### src/rtl/gate_bist_pkg.sv
// Shared types and truth-table constants for the gate-network BIST sequencer.
package gate_bist_pkg;

    typedef enum logic [2:0] {
        IDLE,
        DRIVE,
        SETTLE,
        SAMPLE,
        DONE
    } bist_state_t;

    // Expected result per input vector, bit i = output for vector i.
    localparam logic [3:0] NAND_TRUTH = 4'b0111;
    localparam logic [3:0] AND_TRUTH  = 4'b1000;

endpackage

### src/rtl/gate_bist_settle_timer.sv
// Loadable down-counter with a zero flag; counts the settle interval after a
// vector is driven. With SETTLE_CYCLES=0 it degenerates to a constant flag.
module settle_timer #(
    parameter int unsigned SETTLE_CYCLES = 1
) (
    input  logic clk,
    input  logic rst_n,
    input  logic load,
    input  logic en,
    output logic zero
);

    generate
        if (SETTLE_CYCLES == 0) begin : g_wire
            assign zero = 1'b1;
            logic unused_ok;
            assign unused_ok = &{1'b0, clk, rst_n, load, en};
        end else begin : g_cnt
            localparam int unsigned W = (SETTLE_CYCLES > 1) ? $clog2(SETTLE_CYCLES) : 1;
            // Loading S-1 makes zero assert on the S-th enabled cycle.
            localparam logic [W-1:0] LOAD_VAL = W'(SETTLE_CYCLES - 1);

            logic [W-1:0] cnt;

            // Reload on DRIVE, count down while settling, hold at zero.
            always_ff @(posedge clk or negedge rst_n) begin
                if (!rst_n) begin
                    cnt <= '0;
                end else if (load) begin
                    cnt <= LOAD_VAL;
                end else if (en && (cnt != '0)) begin
                    cnt <= cnt - W'(1);
                end
            end

            assign zero = (cnt == '0);
        end
    endgenerate

endmodule

### src/rtl/gate_bist_sequencer.sv
// BIST sequencer: walks every input vector of a small combinational gate
// network, waits a settle interval, samples the result and compares it with
// a truth table. Reports pass/fail, error count and first failing vector.
module gate_bist_sequencer
    import gate_bist_pkg::*;
#(
    parameter int unsigned          N_IN          = 2,
    parameter logic [2**N_IN-1:0]   TRUTH         = (2**N_IN)'(NAND_TRUTH),
    parameter int unsigned          SETTLE_CYCLES = 1
) (
    input  logic            clk,
    input  logic            rst_n,
    input  logic            start,
    input  logic            abort,
    output logic [N_IN-1:0] dut_vec,
    input  logic            dut_r,
    output logic            busy,
    output logic            done,
    output logic            pass,
    output logic [N_IN:0]   err_count,
    output logic            first_fail_valid,
    output logic [N_IN-1:0] first_fail_vec
);

    localparam logic [N_IN-1:0] LAST_VEC = '1;

    bist_state_t     state;
    logic [N_IN-1:0] vec;
    logic            timer_zero;
    logic            mismatch;
    logic [N_IN:0]   err_next;

    settle_timer #(
        .SETTLE_CYCLES(SETTLE_CYCLES)
    ) u_settle_timer (
        .clk   (clk),
        .rst_n (rst_n),
        .load  (state == DRIVE),
        .en    (state == SETTLE),
        .zero  (timer_zero)
    );

    assign mismatch = (dut_r != TRUTH[vec]);
    assign err_next = err_count + (N_IN+1)'(mismatch);

    // Sequencer FSM with all outputs registered alongside the state.
    always_ff @(posedge clk or negedge rst_n) begin
        if (!rst_n) begin
            state            <= IDLE;
            vec              <= '0;
            dut_vec          <= '0;
            busy             <= 1'b0;
            done             <= 1'b0;
            pass             <= 1'b0;
            err_count        <= '0;
            first_fail_valid <= 1'b0;
            first_fail_vec   <= '0;
        end else if (abort && (state != IDLE) && (state != DONE)) begin
            // Abort cancels the run but leaves the partial error record.
            state   <= IDLE;
            busy    <= 1'b0;
            dut_vec <= '0;
            pass    <= 1'b0;
        end else begin
            case (state)
                IDLE: begin
                    if (start && !abort) begin
                        state            <= DRIVE;
                        busy             <= 1'b1;
                        vec              <= '0;
                        pass             <= 1'b0;
                        err_count        <= '0;
                        first_fail_valid <= 1'b0;
                        first_fail_vec   <= '0;
                    end
                end
                DRIVE: begin
                    dut_vec <= vec;
                    state   <= (SETTLE_CYCLES == 0) ? SAMPLE : SETTLE;
                end
                SETTLE: begin
                    if (timer_zero) begin
                        state <= SAMPLE;
                    end
                end
                SAMPLE: begin
                    err_count <= err_next;
                    if (mismatch && !first_fail_valid) begin
                        first_fail_valid <= 1'b1;
                        first_fail_vec   <= vec;
                    end
                    if (vec == LAST_VEC) begin
                        // Pass is resolved here so it includes the final sample
                        // and is already valid while done is high.
                        state <= DONE;
                        done  <= 1'b1;
                        pass  <= (err_next == '0);
                    end else begin
                        vec   <= vec + N_IN'(1);
                        state <= DRIVE;
                    end
                end
                DONE: begin
                    state <= IDLE;
                    done  <= 1'b0;
                    busy  <= 1'b0;
                end
                default: begin
                    state <= IDLE;
                end
            endcase
        end
    end

endmodule

### config.mk
export PLATFORM = sky130hd
export DESIGN_NAME = gate_bist_sequencer
export DESIGN_NICKNAME = d
export VERILOG_FILES = /design/src/rtl/gate_bist_pkg.sv /design/src/rtl/gate_bist_settle_timer.sv /design/src/rtl/gate_bist_sequencer.sv
export SDC_FILE = /design/constraint.sdc
export NUM_CORES = 1
export LEC_CHECK = 0
export ABC_AREA = 0
export CAP_MARGIN = 10
export CORE_MARGIN = 2
export CORE_UTILIZATION = 40
export CTS_CLUSTER_SIZE = 25
export DETAILED_ROUTE_END_ITERATION = 8
export PLACE_DENSITY_LB_ADDON = 0.25
export REMOVE_ABC_BUFFERS = 1
export SETUP_SLACK_MARGIN = 0.4
export SLEW_MARGIN = 10
export SYNTH_ARGS = -nofsm -noshare
export SYNTH_HDL_FRONTEND = slang
export SYNTH_HIERARCHICAL = 1
export SYNTH_SLANG_ARGS = --single-unit
### constraint.sdc
create_clock -name clk -period 3.9 [get_ports clk]
set_input_delay 1.17 -clock clk [delete_from_list [all_inputs] [get_ports clk]]
set_output_delay 1.17 -clock clk [all_outputs]
set_load 0.05 [all_outputs]
Run 1, where the registers sit:
Scale bar: 20 um. Other sequential cells in the stronger gray, the rest of the logic in the fainter gray.
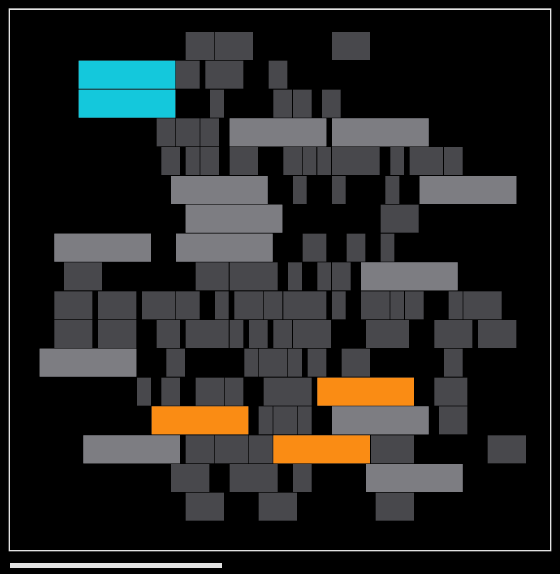
legend:
  err_count:
    color: orange
    sequential_cells: 3
  dut_vec:
    color: cyan
    sequential_cells: 2
not colored: 12

Run 1, clock routing:
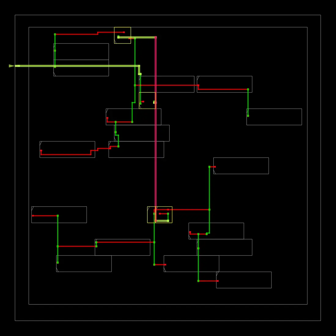
Clock Sinks: 17
flop count: 17
CTS buffer count: 3

Run 1, placement by cell class:
Fill, decap, tap and diode cells in gray.
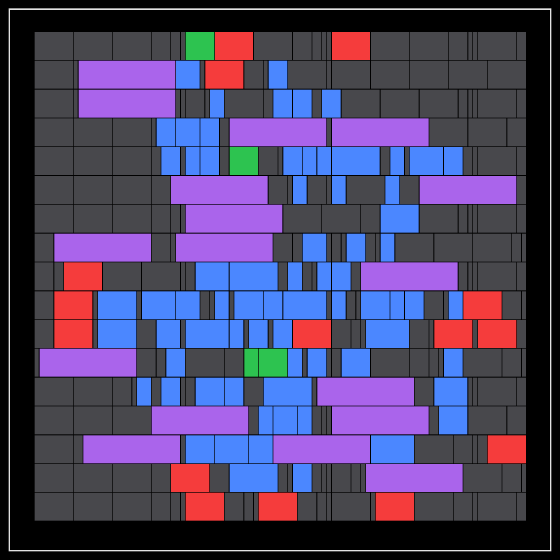
legend:
  sequential cells:
    color: purple
    cells: 17
  combinational and other logic:
    color: blue
    cells: 71
  remaining buffers and delay cells:
    color: red
    cells: 15
  clock drivers and dummy loads:
    color: green
    cells: 4
fin util: 50.3%
sequential cell area share: 39.4%

Run 1, clock distribution:
Scale bar: 20 um.
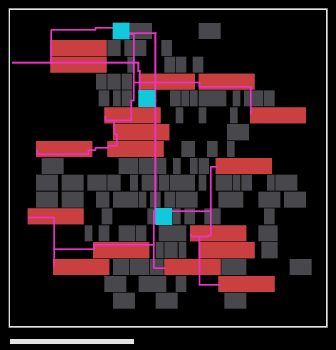
legend:
  clock drivers:
    color: cyan
    count: 3
  clock wires:
    color: magenta
    length: 226 um
  flip-flops:
    color: red
    count: 17
routed clock nets: 4
skew final: 0.00170 ns
clk pwr: 0.0966 mW
Clk network pwr share: 23.3%
Worst-Skew Late Latency: 0.29 ns

==> run notes, run 1 <==
fresh numbers from the pnr run: outcome complete, no violations, FMAX approximately 370 MHz, RD Place Congestion slightly below 0.8, Synth mux share between 3 and 4%, maximum buffer depth of the clock tree 2, register share of total power between 50% and 60%, total die size around 2600 um2, Layout non-clock buf frac 13.9%, clkbuf count 4, count leader, synth dfrtp_1, busiest grt layer met2, FF+latch count, synth 17, GRT overflow 0, EDFF count, synth 0, WL met2 slightly below 800 um, CP required roughly 2.7 ns, biggest area cells dfrtp_1, a21oi_1, o21ai_0, invs w/o clock 6, Reg area roughly 430 um2, Complex Gates by Area about a fifth, DR vias about 700, nonclk buf count 15, total power 0.415 mW, Hold Path Stages 1, combinational power share approximately 25%, # Max-Cap Violations 0, critical path cell sequence clkdlybuf4s50_1, setup TNS 0 ns, Pins Over Slew Limit 0, DRT Pass-1 Iters 4, worst setup path end err_count[2], Detailed Route Iter0 Violations 15, post-CTS sizing 0, largest power group registers, Reg-to-Reg Start vec[0]$_DFFE_PN0P_, first-pass GRT wire length ~3200 um, startpoint types flip-flop
==> run 1: layout by cell type, fill, tap and decap left out, types with 2 or more instances in the layout <==
cell type	Yosys	routed
a21oi_1	8	8
a32o_1	2	2
clkbuf_4	0	3
clkdlybuf4s50_1	0	15
dfrtp_1	17	17
ha_1	3	3
inv_1	6	6
nand2_1	7	7
nand3_1	2	2
nor2_1	7	7
nor2b_1	3	3
nor3_1	4	4
o21ai_0	8	8
xnor2_1	2	2
==> run 1: worst reg2reg max path: stages (launching register included) <==
cell     delay, ns
dfrtp_1       0.44
ha_1          0.32
xnor2_1       0.30
ha_1          0.21
ha_1          0.19
xor2_1        0.14
nor4_1        0.06
mux2_1        0.28
Run 1, signal wires by layer:
Scale bar: 20 um. Only two layers are drawn.
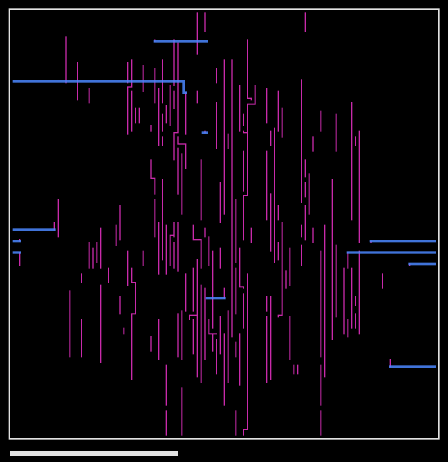

==> run 2, diff against run 1 <==
==> constraint.sdc (replaced) <==
create_clock -name clk -period 2.4 [get_ports clk]
set_input_delay 0.72 -clock clk [delete_from_list [all_inputs] [get_ports clk]]
set_output_delay 0.72 -clock clk [all_outputs]
set_load 0.05 [all_outputs]
Run 2, signal wires by layer:
Scale bar: 20 um. Only two layers are drawn.
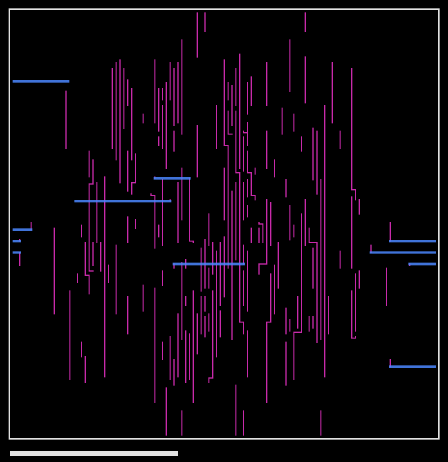
legend:
  metal 2:
    color: magenta
    wire_length: 914 um
  metal 3:
    color: blue
    wire_length: 54.7 um
final WL: 1940 um
DR vias: 740
WL per Instance: 14.0 um
GRT Total Usage: 17.3%

==> run 2 against run 1 <==
Largest cell class is now combinational gates. Register-to-register slack got worse by 1.3 ns. Routed wire length rose by 7.8%. Clock power rose by 63%. Via count rose by 3.6%. Global-route usage rose by 0.54 points. Hold slack improved by 0.0024 ns. Critical path depth did not move. Non-clock buffer count rose by 4. Total power rose by 64%. Die size did not move.
==> run notes, run 2 <==
fresh numbers from the pnr run: outcome complete, no violations (unchanged), combinational power share 27.3% (was 24.9%), setup TNS 0 ns (unchanged), busiest grt layer met2 (unchanged), Pins Over Slew Limit 0 (unchanged), Worst-Skew Late Latency 0.28 ns (was 0.29 ns), register share of total power 49.6% (was 51.8%), # Max-Cap Violations 0 (unchanged), most instantiated logic cells after routing dfrtp_1, dlygate4sd2_1, a21oi_1, o21ai_0, nor2_1 (was dfrtp_1, clkdlybuf4s50_1, a21oi_1, o21ai_0), total power 0.679 mW (was 0.415 mW), biggest area cells dfrtp_1, a21oi_1, o21ai_0 (unchanged), Clk network pwr share 23.2% (was 23.3%), critical path cell sequence dlygate4sd2_1 (was clkdlybuf4s50_1), count leader, synth dfrtp_1 (unchanged), GRT overflow 0 (unchanged), fin util 51.9% (was 50.3%), Clock Sinks 17 (unchanged), total die size 2600 um2 (unchanged), EDFF count, synth 0 (unchanged), clkbuf count 4 (unchanged), Hold Path Stages 1 (unchanged), Complex Gates by Area 18.7% (unchanged), FMAX 515 MHz, Reg-to-Reg Start vec[0]$_DFFE_PN0P_ (unchanged)
Run 2, placement by cell class:
Fill, decap, tap and diode cells in gray.
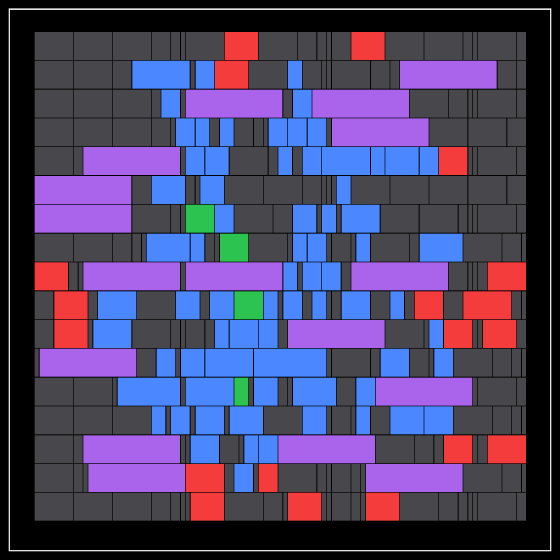
legend:
  remaining buffers and delay cells:
    color: red
    cells: 19
  clock drivers and dummy loads:
    color: green
    cells: 4
  sequential cells:
    color: purple
    cells: 17
  combinational and other logic:
    color: blue
    cells: 71
Core ar.: 2150 um2
Site Rows: 17

run 2: cell count changes in the layout (fill, tap and decap cells not counted), sizes merged:
cell / delta
clkbuf: +1
buf: +4
clkdlybuf4s50: -13
dlygate4sd2: +10
dlymetal6s2s: +1
clkdlybuf4s15: +1
run 2: power groups by stage:
stage / clock network [mW] / logic [mW] / registers [mW]
finish: 0.157 / 0.185 / 0.337
floorplan: 0 / 0.0719 / 0.388
CTS: 0.156 / 0.185 / 0.336
detailed placement: 0 / 0.191 / 0.342
global placement: 0 / 0.188 / 0.340
global route: 0.172 / 0.204 / 0.342
run 2: timing repair:
item                                    in CTS  in global routing
pin swaps                                    1                  1
resized                                     14                  6
hold buffers                                 0                  0
endpoints found under the setup margin      13                  4
Run 2, clock distribution:
Scale bar: 20 um.
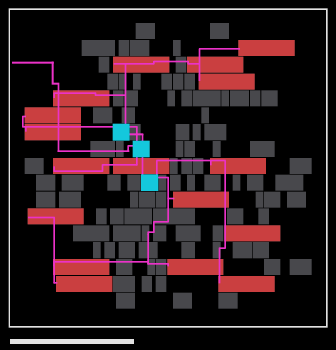

==> run 3, diff against run 2 <==
==> constraint.sdc (replaced) <==
create_clock -name clk -period 1.8 [get_ports clk]
set_input_delay 0.54 -clock clk [delete_from_list [all_inputs] [get_ports clk]]
set_output_delay 0.54 -clock clk [all_outputs]
set_load 0.05 [all_outputs]
Run 3, clock distribution:
Scale bar: 20 um.
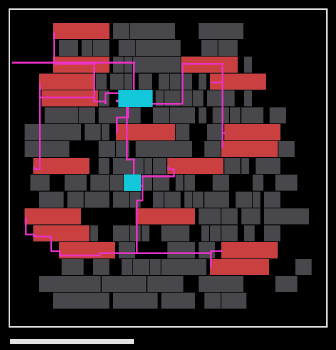
legend:
  flip-flops:
    color: red
    count: 17
  clock wires:
    color: magenta
    length: 205 um
  clock drivers:
    color: cyan
    count: 3
routed clock nets: 4
clk pwr: 0.207 mW
skew final: 0.00847 ns
Clk network pwr share: 19.5%

Run 3, placement by cell class:
Fill, decap, tap and diode cells in gray.
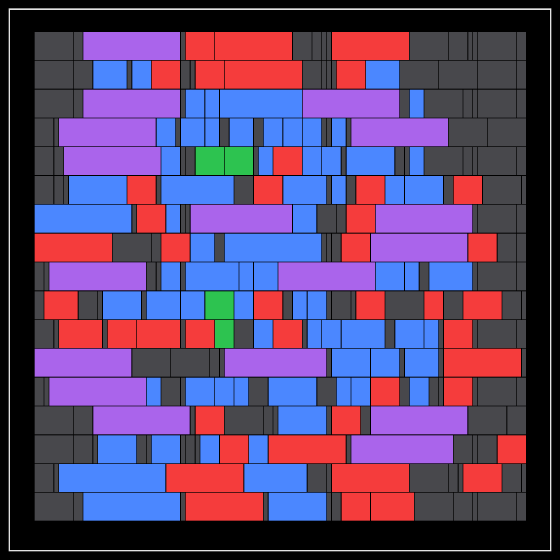
legend:
  clock drivers and dummy loads:
    color: green
    cells: 4
  remaining buffers and delay cells:
    color: red
    cells: 43
  sequential cells:
    color: purple
    cells: 17
  combinational and other logic:
    color: blue
    cells: 71

==> run 3 against run 2 <==
Non-clock buffer count rose by 24. First-iteration DRC count rose by 87%. Clock skew rose by 0.0062 ns. Worst setup slack got worse by 0.39 ns. Via count rose by 18%. Routed wire length rose by 28%. Sequential share of layout area fell by 10 points. Count of clock-buffer cells in the layout fell by 1. Area after synthesis did not move. Flip-flop count did not move. Critical path type is now reg2reg. Largest cell class unchanged. Highest routed layer unchanged.
==> run notes, run 3 <==
fresh numbers from the pnr run: outcome complete, no violations (unchanged), RD Place Congestion 0.817 (was 0.794), worst setup path end pass$_DFFE_PN0P_ (was err_count[1]), register share of total power 41.7% (was 49.6%), Synth mux share 3.68% (unchanged), critical path cell sequence ha_4 -> xnor2_4 -> ha_4 -> ha_4 -> xor2_2 -> nor4_2 -> mux2_4 (was dlygate4sd2_1), CP required 1.98 ns (was 1.68 ns), biggest area cells dfrtp_1, a21oi_1, o21ai_0 (unchanged), fin util 71.1% (was 51.9%), DR vias 873 (was 740), first-pass GRT wire length 3910 um (was 3450 um), Complex Gates by Area 18.7% (unchanged), total power 1.06 mW (was 0.679 mW), Hold Path Stages 1 (unchanged), maximum buffer depth of the clock tree 2 (unchanged), setup TNS 0 ns (unchanged), Top cell excl fill/tap buf_4 (was dfrtp_1), Post-CTS Hold Buffers 0 (unchanged), DRT Pass-1 Iters 4 (unchanged), FMAX just under 600 MHz, Worst-Skew Late Latency 0.29 ns (was 0.28 ns), EDFF count, synth 0 (unchanged), most instantiated logic cells after routing buf_4, dfrtp_1, buf_12, a21oi_1, inv_1 (was dfrtp_1, dlygate4sd2_1, a21oi_1, o21ai_0, nor2_1), GRT Total Usage 20.1% (was 17.3%), GRT overflow 0 (unchanged), final WL 2490 um (was 1940 um), WL per Instance 15.3 um (was 14.0 um), Site Rows 17 (unchanged), largest power group registers (unchanged), Pins Over Slew Limit 0 (unchanged), comb pwr 0.410 mW (was 0.185 mW), # Max-Cap Violations 0 (unchanged)
run 3: repair_timing:
action	in CTS	in global routing
endpoints found under the hold margin	0	0
gates resized	29	13
pin swaps	8	6
buffers inserted	6	7
endpoints found under the setup margin	23	23
run 3: cell type report:
type	instances	area (um2)	share of cell area, %
clock buffer	3	22.5	1.48
clock inverter	1	5.00	0.328
inverter	6	22.5	1.48
multi-input combinational	65	562	36.8
sequential	17	429	28.1
tap	28	35.0	2.30
timing repair buffer	43	450	29.5
run 3: routing by layer:
metal / global-route usage [%] / share of wire [%] / vias to the layer above
met5: 0 / 0 / -
met4: 7.66 / 2.1 / 0
met3: 5.26 / 5.1 / 10
met2: 32.7 / 53 / 27
met1: 25.6 / 40 / 427
li1: - / - / 409
Power and IR drop assume default switching activity.
